**config.mk**
```make
export PLATFORM = sky130hd
export DESIGN_NAME = alu_issue_stage_flat
export DESIGN_NICKNAME = d
export VERILOG_FILES = /design/src/rtl/alu_issue_stage_pkg.sv /design/src/rtl/alu_issue_stage_if.sv /design/src/rtl/alu_cmd_fifo.sv /design/src/rtl/alu_issue_stage.sv /design/src/flat_wrapper.sv
export SDC_FILE = /design/constraint.sdc
export NUM_CORES = 1
export LEC_CHECK = 0
export CORE_UTILIZATION = 43
export DETAILED_ROUTE_END_ITERATION = 16
export HOLD_SLACK_MARGIN = 0.06
export PLACE_DENSITY = 0.76
export SYNTH_ARGS = -nofsm -noshare
export SYNTH_HDL_FRONTEND = slang
export SYNTH_SLANG_ARGS = --single-unit
```
**constraint.sdc**
```tcl
create_clock -name clk -period 1.6 [get_ports clk]
set_input_delay 0.16 -clock clk [delete_from_list [all_inputs] [get_ports clk]]
set_output_delay 0.16 -clock clk [all_outputs]
set_load 0.1 [all_outputs]
```
**src/rtl/alu_issue_stage_pkg.sv**
```systemverilog
// Shared opcodes and command-entry layout for the ALU issue stage.
package alu_issue_stage_pkg;

  localparam logic [2:0] OP_PASS = 3'b000;
  localparam logic [2:0] OP_ADD  = 3'b001;
  localparam logic [2:0] OP_SUB  = 3'b010;
  localparam logic [2:0] OP_GT   = 3'b011;
  localparam logic [2:0] OP_LT   = 3'b100;
  localparam logic [2:0] OP_EQ   = 3'b101;
  localparam logic [2:0] OP_SHR  = 3'b110;
  localparam logic [2:0] OP_SHL  = 3'b111;

  localparam int CMD_W       = 14;
  localparam int CMD_OP_LSB  = 11;
  localparam int CMD_A_LSB   = 7;
  localparam int CMD_B_LSB   = 3;
  localparam int CMD_CIN_BIT = 2;
  localparam int CMD_BIN_BIT = 1;
  localparam int CMD_CHN_BIT = 0;

  // Field order must match the *_LSB offsets above.
  typedef struct packed {
    logic [2:0] op;
    logic [3:0] a;
    logic [3:0] b;
    logic       cin;
    logic       bin;
    logic       chain;
  } cmd_t;

endpackage

```
**src/rtl/alu_issue_stage_if.sv**
```systemverilog
// Request, ALU-drive and response signals of the issue stage.
interface alu_issue_stage_if;
  logic       req_valid, req_ready;
  logic [2:0] req_op;
  logic [3:0] req_a, req_b;
  logic       req_cin, req_bin, req_chain;
  logic       flags_clr;
  logic [3:0] alu_a, alu_b;
  logic [2:0] alu_control;
  logic       alu_c_in, alu_b_in;
  logic [3:0] alu_c;
  logic       alu_c_out, alu_b_out;
  logic [1:0] alu_compare;
  logic       rsp_valid, rsp_ready;
  logic [3:0] rsp_c;
  logic       rsp_c_out, rsp_b_out;
  logic [1:0] rsp_compare;
  logic [2:0] rsp_op;

  modport slave (
    input  req_valid, req_op, req_a, req_b, req_cin, req_bin, req_chain, flags_clr,
           alu_c, alu_c_out, alu_b_out, alu_compare, rsp_ready,
    output req_ready, alu_a, alu_b, alu_control, alu_c_in, alu_b_in,
           rsp_valid, rsp_c, rsp_c_out, rsp_b_out, rsp_compare, rsp_op
  );

  modport master (
    output req_valid, req_op, req_a, req_b, req_cin, req_bin, req_chain, flags_clr,
           alu_c, alu_c_out, alu_b_out, alu_compare, rsp_ready,
    input  req_ready, alu_a, alu_b, alu_control, alu_c_in, alu_b_in,
           rsp_valid, rsp_c, rsp_c_out, rsp_b_out, rsp_compare, rsp_op
  );
endinterface

```
**src/rtl/alu_cmd_fifo.sv**
```systemverilog
// DEPTH x W synchronous FIFO, async active-high reset, head visible combinationally.
module alu_cmd_fifo #(
  parameter int DEPTH = 2,
  parameter int W     = 14
) (
  input  logic         clk,
  input  logic         rst,
  input  logic         push_i,
  input  logic         pop_i,
  input  logic [W-1:0] wdata_i,
  output logic [W-1:0] rdata_o,
  output logic         full_o,
  output logic         empty_o
);
  localparam int AW = (DEPTH > 1) ? $clog2(DEPTH) : 1;
  localparam logic [AW:0] FULL_CNT = (AW+1)'(DEPTH);

  logic [W-1:0]  mem_q [DEPTH];
  logic [AW-1:0] wptr_q, rptr_q;
  logic [AW:0]   cnt_q;

  assign full_o  = (cnt_q == FULL_CNT);
  assign empty_o = (cnt_q == '0);
  assign rdata_o = mem_q[rptr_q];

  // DEPTH is a power of two, so the pointers wrap on natural overflow.
  always_ff @(posedge clk or posedge rst) begin
    if (rst) begin
      wptr_q <= '0;
      rptr_q <= '0;
      cnt_q  <= '0;
    end else begin
      if (push_i) wptr_q <= wptr_q + 1'b1;
      if (pop_i)  rptr_q <= rptr_q + 1'b1;
      if (push_i && !pop_i)      cnt_q <= cnt_q + 1'b1;
      else if (!push_i && pop_i) cnt_q <= cnt_q - 1'b1;
    end
  end

  always_ff @(posedge clk) begin
    if (push_i) mem_q[wptr_q] <= wdata_i;
  end
endmodule

```
**src/rtl/alu_issue_stage.sv**
```systemverilog
// Issue stage in front of the 4-bit combinational ALU: command FIFO, chained carry/borrow flags,
// registered result. Optional perf counters behind ALU_ISSUE_PERF_CNT_EN.
module alu_issue_stage
  import alu_issue_stage_pkg::*;
#(
  parameter int DEPTH = 2,
  parameter int CNT_W = 16
) (
  input  logic               clk,
  input  logic               rst,
  alu_issue_stage_if.slave   bus
`ifdef ALU_ISSUE_PERF_CNT_EN
  ,
  output logic [CNT_W-1:0]   issue_count,
  output logic [CNT_W-1:0]   stall_count
`endif
);
  cmd_t       push_cmd, head;
  logic       full, empty, push, issue;
  logic       rsp_valid_q, rsp_c_out_q, rsp_b_out_q;
  logic [3:0] rsp_c_q;
  logic [1:0] rsp_compare_q;
  logic [2:0] rsp_op_q;
  logic       carry_q, borrow_q;

  assign push_cmd = '{op: bus.req_op, a: bus.req_a, b: bus.req_b,
                      cin: bus.req_cin, bin: bus.req_bin, chain: bus.req_chain};
  assign bus.req_ready = !full;
  assign push  = bus.req_valid && !full;
  assign issue = !empty && (!rsp_valid_q || bus.rsp_ready);

  alu_cmd_fifo #(.DEPTH(DEPTH), .W(CMD_W)) u_fifo (
    .clk     (clk),
    .rst     (rst),
    .push_i  (push),
    .pop_i   (issue),
    .wdata_i (push_cmd),
    .rdata_o (head),
    .full_o  (full),
    .empty_o (empty)
  );

  always_comb begin
    bus.alu_a       = '0;
    bus.alu_b       = '0;
    bus.alu_control = '0;
    bus.alu_c_in    = 1'b0;
    bus.alu_b_in    = 1'b0;
    if (!empty) begin
      bus.alu_a       = head.a;
      bus.alu_b       = head.b;
      bus.alu_control = head.op;
      bus.alu_c_in    = (head.chain && head.op == OP_ADD) ? carry_q  : head.cin;
      bus.alu_b_in    = (head.chain && head.op == OP_SUB) ? borrow_q : head.bin;
    end
  end

  always_ff @(posedge clk or posedge rst) begin
    if (rst) begin
      rsp_valid_q   <= 1'b0;
      rsp_c_q       <= '0;
      rsp_c_out_q   <= 1'b0;
      rsp_b_out_q   <= 1'b0;
      rsp_compare_q <= '0;
      rsp_op_q      <= '0;
    end else if (issue) begin
      rsp_valid_q   <= 1'b1;
      rsp_c_q       <= bus.alu_c;
      rsp_c_out_q   <= bus.alu_c_out;
      rsp_b_out_q   <= bus.alu_b_out;
      rsp_compare_q <= bus.alu_compare;
      rsp_op_q      <= head.op;
    end else if (rsp_valid_q && bus.rsp_ready) begin
      rsp_valid_q   <= 1'b0;
    end
  end

  // Clear wins over a same-edge update from an issuing ADD/SUB.
  always_ff @(posedge clk or posedge rst) begin
    if (rst) begin
      carry_q  <= 1'b0;
      borrow_q <= 1'b0;
    end else if (bus.flags_clr) begin
      carry_q  <= 1'b0;
      borrow_q <= 1'b0;
    end else if (issue) begin
      if (head.op == OP_ADD) carry_q  <= bus.alu_c_out;
      if (head.op == OP_SUB) borrow_q <= bus.alu_b_out;
    end
  end

  assign bus.rsp_valid   = rsp_valid_q;
  assign bus.rsp_c       = rsp_c_q;
  assign bus.rsp_c_out   = rsp_c_out_q;
  assign bus.rsp_b_out   = rsp_b_out_q;
  assign bus.rsp_compare = rsp_compare_q;
  assign bus.rsp_op      = rsp_op_q;

`ifdef ALU_ISSUE_PERF_CNT_EN
  logic [CNT_W-1:0] issue_cnt_q, stall_cnt_q;

  always_ff @(posedge clk or posedge rst) begin
    if (rst) begin
      issue_cnt_q <= '0;
      stall_cnt_q <= '0;
    end else begin
      if (issue && issue_cnt_q != '1) issue_cnt_q <= issue_cnt_q + 1'b1;
      if (!empty && rsp_valid_q && !bus.rsp_ready && stall_cnt_q != '1)
        stall_cnt_q <= stall_cnt_q + 1'b1;
    end
  end

  assign issue_count = issue_cnt_q;
  assign stall_count = stall_cnt_q;
`endif
endmodule
```
**src/flat_wrapper.sv**
```systemverilog
// flat-port wrapper written by rule: the top's interface ports become plain ports
module alu_issue_stage_flat import alu_issue_stage_pkg::*;
#(
  parameter int DEPTH = 2,
  parameter int CNT_W = 16
)
  (clk, rst, bus_req_valid, bus_req_op, bus_req_a, bus_req_b, bus_req_cin, bus_req_bin, bus_req_chain, bus_flags_clr, bus_alu_c, bus_alu_c_out, bus_alu_b_out, bus_alu_compare, bus_rsp_ready, bus_req_ready, bus_alu_a, bus_alu_b, bus_alu_control, bus_alu_c_in, bus_alu_b_in, bus_rsp_valid, bus_rsp_c, bus_rsp_c_out, bus_rsp_b_out, bus_rsp_compare, bus_rsp_op);
  alu_issue_stage_if bus_i ();
  input  logic clk;
  input  logic rst;
  input wire logic [$bits(bus_i.req_valid)-1:0] bus_req_valid;
  input wire logic [$bits(bus_i.req_op)-1:0] bus_req_op;
  input wire logic [$bits(bus_i.req_a)-1:0] bus_req_a;
  input wire logic [$bits(bus_i.req_b)-1:0] bus_req_b;
  input wire logic [$bits(bus_i.req_cin)-1:0] bus_req_cin;
  input wire logic [$bits(bus_i.req_bin)-1:0] bus_req_bin;
  input wire logic [$bits(bus_i.req_chain)-1:0] bus_req_chain;
  input wire logic [$bits(bus_i.flags_clr)-1:0] bus_flags_clr;
  input wire logic [$bits(bus_i.alu_c)-1:0] bus_alu_c;
  input wire logic [$bits(bus_i.alu_c_out)-1:0] bus_alu_c_out;
  input wire logic [$bits(bus_i.alu_b_out)-1:0] bus_alu_b_out;
  input wire logic [$bits(bus_i.alu_compare)-1:0] bus_alu_compare;
  input wire logic [$bits(bus_i.rsp_ready)-1:0] bus_rsp_ready;
  output wire logic [$bits(bus_i.req_ready)-1:0] bus_req_ready;
  output wire logic [$bits(bus_i.alu_a)-1:0] bus_alu_a;
  output wire logic [$bits(bus_i.alu_b)-1:0] bus_alu_b;
  output wire logic [$bits(bus_i.alu_control)-1:0] bus_alu_control;
  output wire logic [$bits(bus_i.alu_c_in)-1:0] bus_alu_c_in;
  output wire logic [$bits(bus_i.alu_b_in)-1:0] bus_alu_b_in;
  output wire logic [$bits(bus_i.rsp_valid)-1:0] bus_rsp_valid;
  output wire logic [$bits(bus_i.rsp_c)-1:0] bus_rsp_c;
  output wire logic [$bits(bus_i.rsp_c_out)-1:0] bus_rsp_c_out;
  output wire logic [$bits(bus_i.rsp_b_out)-1:0] bus_rsp_b_out;
  output wire logic [$bits(bus_i.rsp_compare)-1:0] bus_rsp_compare;
  output wire logic [$bits(bus_i.rsp_op)-1:0] bus_rsp_op;
  assign bus_i.req_valid = bus_req_valid;
  assign bus_i.req_op = bus_req_op;
  assign bus_i.req_a = bus_req_a;
  assign bus_i.req_b = bus_req_b;
  assign bus_i.req_cin = bus_req_cin;
  assign bus_i.req_bin = bus_req_bin;
  assign bus_i.req_chain = bus_req_chain;
  assign bus_i.flags_clr = bus_flags_clr;
  assign bus_i.alu_c = bus_alu_c;
  assign bus_i.alu_c_out = bus_alu_c_out;
  assign bus_i.alu_b_out = bus_alu_b_out;
  assign bus_i.alu_compare = bus_alu_compare;
  assign bus_i.rsp_ready = bus_rsp_ready;
  assign bus_req_ready = bus_i.req_ready;
  assign bus_alu_a = bus_i.alu_a;
  assign bus_alu_b = bus_i.alu_b;
  assign bus_alu_control = bus_i.alu_control;
  assign bus_alu_c_in = bus_i.alu_c_in;
  assign bus_alu_b_in = bus_i.alu_b_in;
  assign bus_rsp_valid = bus_i.rsp_valid;
  assign bus_rsp_c = bus_i.rsp_c;
  assign bus_rsp_c_out = bus_i.rsp_c_out;
  assign bus_rsp_b_out = bus_i.rsp_b_out;
  assign bus_rsp_compare = bus_i.rsp_compare;
  assign bus_rsp_op = bus_i.rsp_op;
  alu_issue_stage #(.DEPTH(DEPTH), .CNT_W(CNT_W)) u_core (.clk(clk), .rst(rst), .bus(bus_i));
endmodule
```
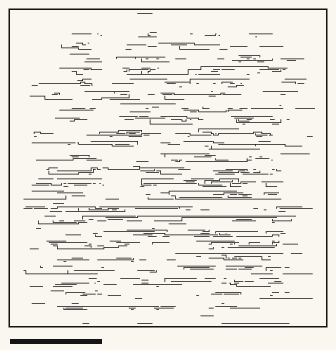
Run 1: signal wires on met1
The bar under the picture is 20 um long.
nets with wire on the layer: 200
wire length on this layer: 1,830 um
share of all routed wire: 39%
main direction: horizontal
longest straight run: 34.5 um

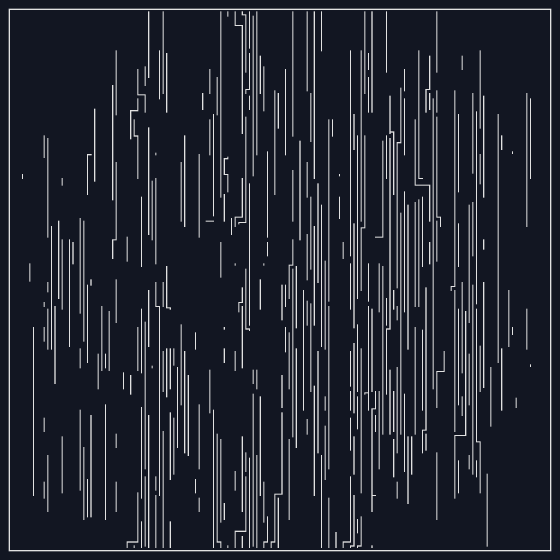
Run 1: metal 2
wire length on this layer: 2,610 um
longest straight run: 37.1 um
share of all routed wire: 56%
nets with wire on the layer: 219

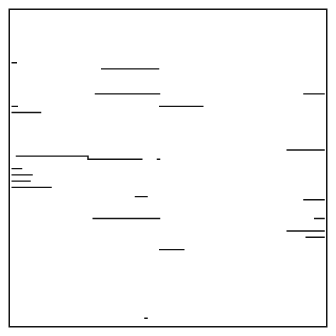
Run 1: metal 3
nets with wire on the layer: 16
share of all routed wire: 3.1%
longest straight run: 15.6 um
main direction: horizontal
wire length on this layer: 145 um

==> impl_metrics.csv, run 1 <==
group,metric,value,unit
sta,period_used_share,138.6,%
logic_synthesis,synthCells,125,
logic_synthesis,synth_top_area_share,43.61,%
sta,fin_ws,-0.6169,ns
clock_network,cts_hold_buf,0,
finish,finalInstanceArea,0.003282,mm2
clock_network,clock_sinks,46,
global_routing,grt_util_met3,6.086,%
logic_synthesis,netlist_area,0.001928,mm2
finish,layout.cells.most_common,"edfxtp_1",
sta,finalCriticalPeriod,2.217,ns
logic_synthesis,ys_async_sr_fraction,39.13,%
worst_setup_path,worst_setup_path_start_kind,"register",
detailed_routing,drc_errors,0,
detailed_routing,drtAntennaViolNets,0,
outcome,outcome,"complete, but fails checks",
logic_synthesis,fp_nets,153,
outcome,failed_checks,"setup timing",
clock_network,clock_latency,0.29,ns
logic_synthesis,synthTopCellsByArea,"edfxtp_1 (44%), dfrtp_1 (23%), mux2i_1 (7.3%)",
placement,port-buffer-count,52,
floorplan,chipArea,0.004755,mm2
sta,slew_headroom,78.94,%
logic_synthesis,synth_top_cell_by_area,"edfxtp_1",
sta,finalHoldViolations,0,
logic_synthesis,ys_warn_count,0,
worst_setup_path,path_buffers,2,
worst_setup_path,arrival,2.06,ns
sta,fmax,451.1,MHz
global_routing,grt_pass1_vias,1403,
detailed_routing,dr.pass1.iters,4,
clock_network,cts_buffers,5,
worst_setup_path,slowest_delay,0.42,ns
clock_network,cts_buffer_depth,2,
worst_setup_path,cpMaxStageDelayCell,"dfrtp_1",
worst_hold_path,hold_path_class,"primary input to asynchronous set/reset pin",
global_routing,grt.busiest_layer,"met2",
sta,tightest_slew,0.3071,ns
sta,clock_skew,0.002772,ns
logic_synthesis,edf_count,28,
finish,drive_gt1_share,46.31,%
floorplan,die_w,68.96,um
detailed_routing,wire_per_inst,18.40,um
placement,place_congestion,0.8526,
job,warning_count,29,
sta,finalSetupViolations,15,
worst_setup_path,criticalPathCategory,"register to output pin",
global_routing,gr-usage-met1,23.39,%
global_routing,grt-ovfl-total,0,
run 1: cell families (layout without fill, tap and decap cells):
family / count (synthesis) / after routing / share of synthesized area (%)
AOI/OAI and AO/OA: 10 / 10 / 5.062
xor gates and xnor gates: 5 / 5 / 2.272
adders and majority gates: 1 / 1 / 0.6488
buffers and inverters: 7 / 85 / 1.882
DFF: 46 / 46 / 66.97
muxes: 26 / 26 / 14.28
and+or+nand+nor: 30 / 30 / 8.891
run 1: Yosys cell counts (all sizes together), types with 3 or more instances:
library cell	count
buf	3
inv	3
nand2b	6
edfxtp	28
mux2	12
nor2	13
mux2i	14
a211oi	4
dfrtp	18
xor2	3
run 1: sequential cells by signal (all words and copies together) (netlist names), 2 cells and up:
register,flops
u_core.u_fifo.mem_q,28
u_core.bus.rsp_c,4
u_core.u_fifo.cnt_q,2
u_core.bus.rsp_op,3
u_core.bus.rsp_compare,2
run 1: per-layer routing:
| layer | wire (um) | part of all wire (%) |
|---|---|---|
| met1 | 1826 | 39 |
| met5 | 0 | 0 |
| met4 | 80 | 1.7 |
| met2 | 2605 | 56 |
| met3 | 144 | 3.1 |
run 1: cell type report:
type                    count  area [um2]  share of cell area [%]
clock inverters             1       30.03                  0.9150
flip-flops and latches     46        1297                   39.53
repair buffers             74       977.2                   29.78
inverters                   3       13.76                  0.4194
clock buffers               7       76.32                   2.326
well taps                  50       62.56                   1.906
multi-input cells          72       824.5                   25.12
run 1: final timing paths:
check,startpoint,end,slack [ns],depth (start not counted)
worst max-delay path,u_core.u_fifo.rptr_q,bus_alu_b_in,-0.62,5
worst min-delay path,rst,u_core.bus.rsp_c[0],0.08,2
worst max register to register,u_core.u_fifo.rptr_q,u_core.carry_q,-0.27,6
worst min register to register,u_core.u_fifo.wptr_q,u_core.u_fifo.wptr_q,0.56,1
max in group asynchronous,rst,u_core.bus.rsp_valid,1.04,3
min in group clk,bus_req_a[3],u_core.u_fifo.mem_q[1][10],0.45,1
run 1: timing repair:
item,4_1_cts,5_1_grt
setup endpoints to repair,15,20
gates cloned,0,0
gates resized,15,10
buffers inserted,2,3
pin swaps,3,3
run 1: stage by stage:
step | TNS [ns] | instances | setup WS, ns
finish | -2.835 | 253 | -0.6169
detailed placement | -1.070 | 240 | -0.4947
floorplan | -1.525 | 125 | -0.6365
CTS | -2.274 | 250 | -0.5848
global route | -3.642 | 253 | -0.6690
global placement | -0.7630 | 240 | -0.3998
==> inputs of run 2 (changes only) <==
- GPL_ROUTABILITY_DRIVEN: default -> 0
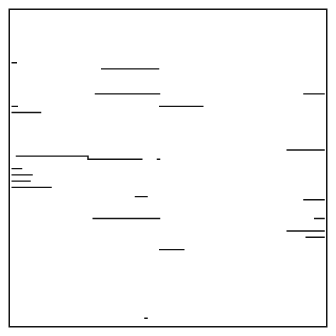
Run 2: metal 3
longest straight run: 15.6 um
share of all routed wire: 3.1%
detailed-route via count: 1,287
met3 track demand over resource: 6.086%
Detailed Route WL: 4656 um

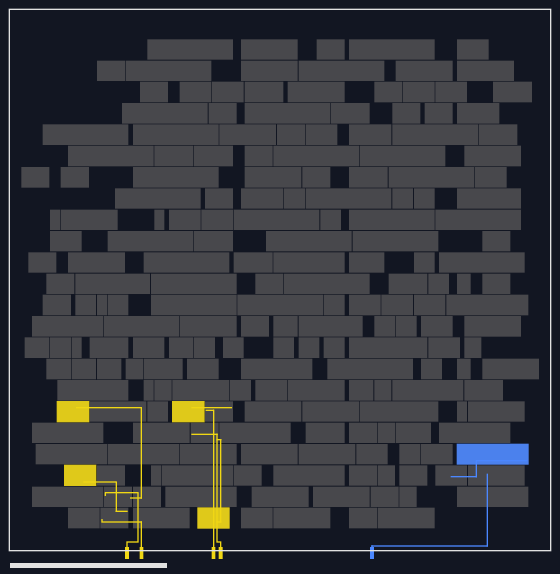
Run 2: I/O nets highlighted
The bar under the picture is 20 um long.
legend:
  bus_alu_c:
    colour: yellow
    bits: 4
    direction: input
    edge: bottom
    end_cells: 4
    buffers: 4
    wire: 105 um
  bus_rsp_c_out:
    colour: blue
    bits: 1
    direction: output
    edge: bottom
    end_cells: 1
    buffers: 1
    wire: 35.8 um
I/O Pins: 53
IO buf count: 52

==> run 2 against run 1 <==
Effect of this change:
- the flow still finishes with violations (setup timing)
- final cell count is the same
- synthesized area unchanged
- register-to-register slack hardly changed
- first-iteration DRC count stayed put
- final area is the same
- critical path type unchanged
==> impl_metrics.csv, run 2 <==
group,metric,value,unit
outcome,outcome,"complete, but fails checks",
outcome,failed_checks,"setup timing",
logic_synthesis,netlist_area,0.001928,mm2
worst_setup_path,worst_setup_path_start_kind,"register",
logic_synthesis,synth.top_cells.by_count,"edfxtp_1 (28), dfrtp_1 (18), mux2i_1 (14), nor2_1 (12), mux2_1 (11)",
finish,stdcell_count,253,
finish,layout.cells.most_common,"edfxtp_1",
logic_synthesis,synth_top_cell_by_area,"edfxtp_1",
clock_network,cts_buffers,5,
finish,seq_area,0.001297,mm2
placement,placed_cells,240,
finish,top_register,"u_core.u_fifo.mem_q",
floorplan,die_w,68.96,um
logic_synthesis,edf_count,28,
global_routing,grt-ovfl-total,0,
logic_synthesis,ys_warn_count,0,
worst_setup_path,worst-path-max-fanout,3,
worst_hold_path,hold_path_class,"primary input to asynchronous set/reset pin",
detailed_routing,drc_errors,0,
logic_synthesis,top_cell,"edfxtp_1",
clock_network,path_clk_slew,0.08,ns
clock_network,clock_latency,0.29,ns
clock_network,cts_buffer_depth,2,
worst_setup_path,end_kind,"output pin",
logic_synthesis,ys_async_sr_fraction,39.13,%
global_routing,grt_pass1_vias,1403,
worst_setup_path,r2r_slack,-0.27,ns
worst_setup_path,criticalPathCategory,"register to output pin",
logic_synthesis,fp_nets,153,
detailed_routing,drtAntennaViolNets,0,
logic_synthesis,ff_type,"edfxtp_1",
sta,fmax,451.1,MHz
detailed_routing,wire_per_inst,18.40,um
clock_network,clock_sinks,46,
sta,setup_tns,-2.835,ns
sta,slew_headroom,78.94,%
logic_synthesis,synth_top_area_share,43.61,%
floorplan,chipArea,0.004755,mm2
global_routing,grt_pass1_wl,6913,um
sta,fin_ws,-0.6169,ns
detailed_routing,drt_iter0_drc,86,
logic_synthesis,synthCells,125,
detailed_routing,dr.pass1.iters,4,
logic_synthesis,synthTopCellsByArea,"edfxtp_1 (44%), dfrtp_1 (23%), mux2i_1 (7.3%)",
finish,drive_gt1_share,46.31,%
finish,logic_area,824.5,um2
worst_setup_path,arrival,2.06,ns
finish,finalInstanceArea,0.003282,mm2
sta,finalSetupViolations,15,
sta,finalCriticalPeriod,2.217,ns
job,warning_count,29,
sta,finalHoldViolations,0,
==> run 2: cell counts after synthesis <==
Identical to the previous run, type by type.
==> run 2: logic make-up after synthesis <==
group,share of synthesized area [%]
flops,66.97
simple gates,8.891
mux,14.28
compound gates,5.062
buf+inv,1.882
xor+xnor,2.272
fa+ha+maj,0.6488
==> run 2: layer usage <==
metal / wire [um] / track usage [%] / part of all wire (%) / vias to the layer above
met5: 0 / 0 / 0 / -
met2: 2605 / 37.99 / 56 / 22
met1: 1826 / 23.39 / 39 / 651
met3: 144 / 6.086 / 3.1 / 9
li1: - / - / - / 605
met4: 80 / 7.908 / 1.7 / 0
==> run 2: path summary, 6_finish.rpt <==
path	from	endpoint	cells after the start
worst max register to register	u_core.u_fifo.rptr_q	u_core.carry_q	6
min in group clk	bus_req_a[3]	u_core.u_fifo.mem_q[1][10]	1
worst max-delay path	u_core.u_fifo.rptr_q	bus_alu_b_in	5
max in group asynchronous	rst	u_core.bus.rsp_valid	3
worst min register to register	u_core.u_fifo.wptr_q	u_core.u_fifo.wptr_q	1
worst min-delay path	rst	u_core.bus.rsp_c[0]	2
==> run 2: repair_timing <==
action / in CTS / in global routing
hold buffers: 0 / 0
resized: 15 / 10
setup buffers: 2 / 3
pin swaps: 3 / 3
endpoints found under the setup margin: 15 / 20
==> run 2: metrics by stage <==
step | util, % | setup WS [ns] | hold WS (ns)
after floorplan | - | -0.6365 | 0.09859
after global placement | 73.25 | -0.3998 | 0.3985
after detailed placement | 73.25 | -0.4947 | 0.4059
after CTS | 77.72 | -0.5848 | 0.08189
after global routing | 79.20 | -0.6690 | 0.1183
final | 79.20 | -0.6169 | 0.08297
==> run 2: final cells by class <==
class,instances,area share (%)
well taps,50,1.906
repair buffers,74,29.78
inverters,3,0.4194
flip-flops and latches,46,39.53
multi-input cells,72,25.12
clock buffers,7,2.326
clock inverters,1,0.9150
==> run 2: worst max-delay path: stages (launching register included) <==
cell and delay (ns):
dfrtp_1 0.42, buf_4 0.16, or3b_4 0.41, a211o_1 0.31, a211oi_4 0.26, buf_12 0.21
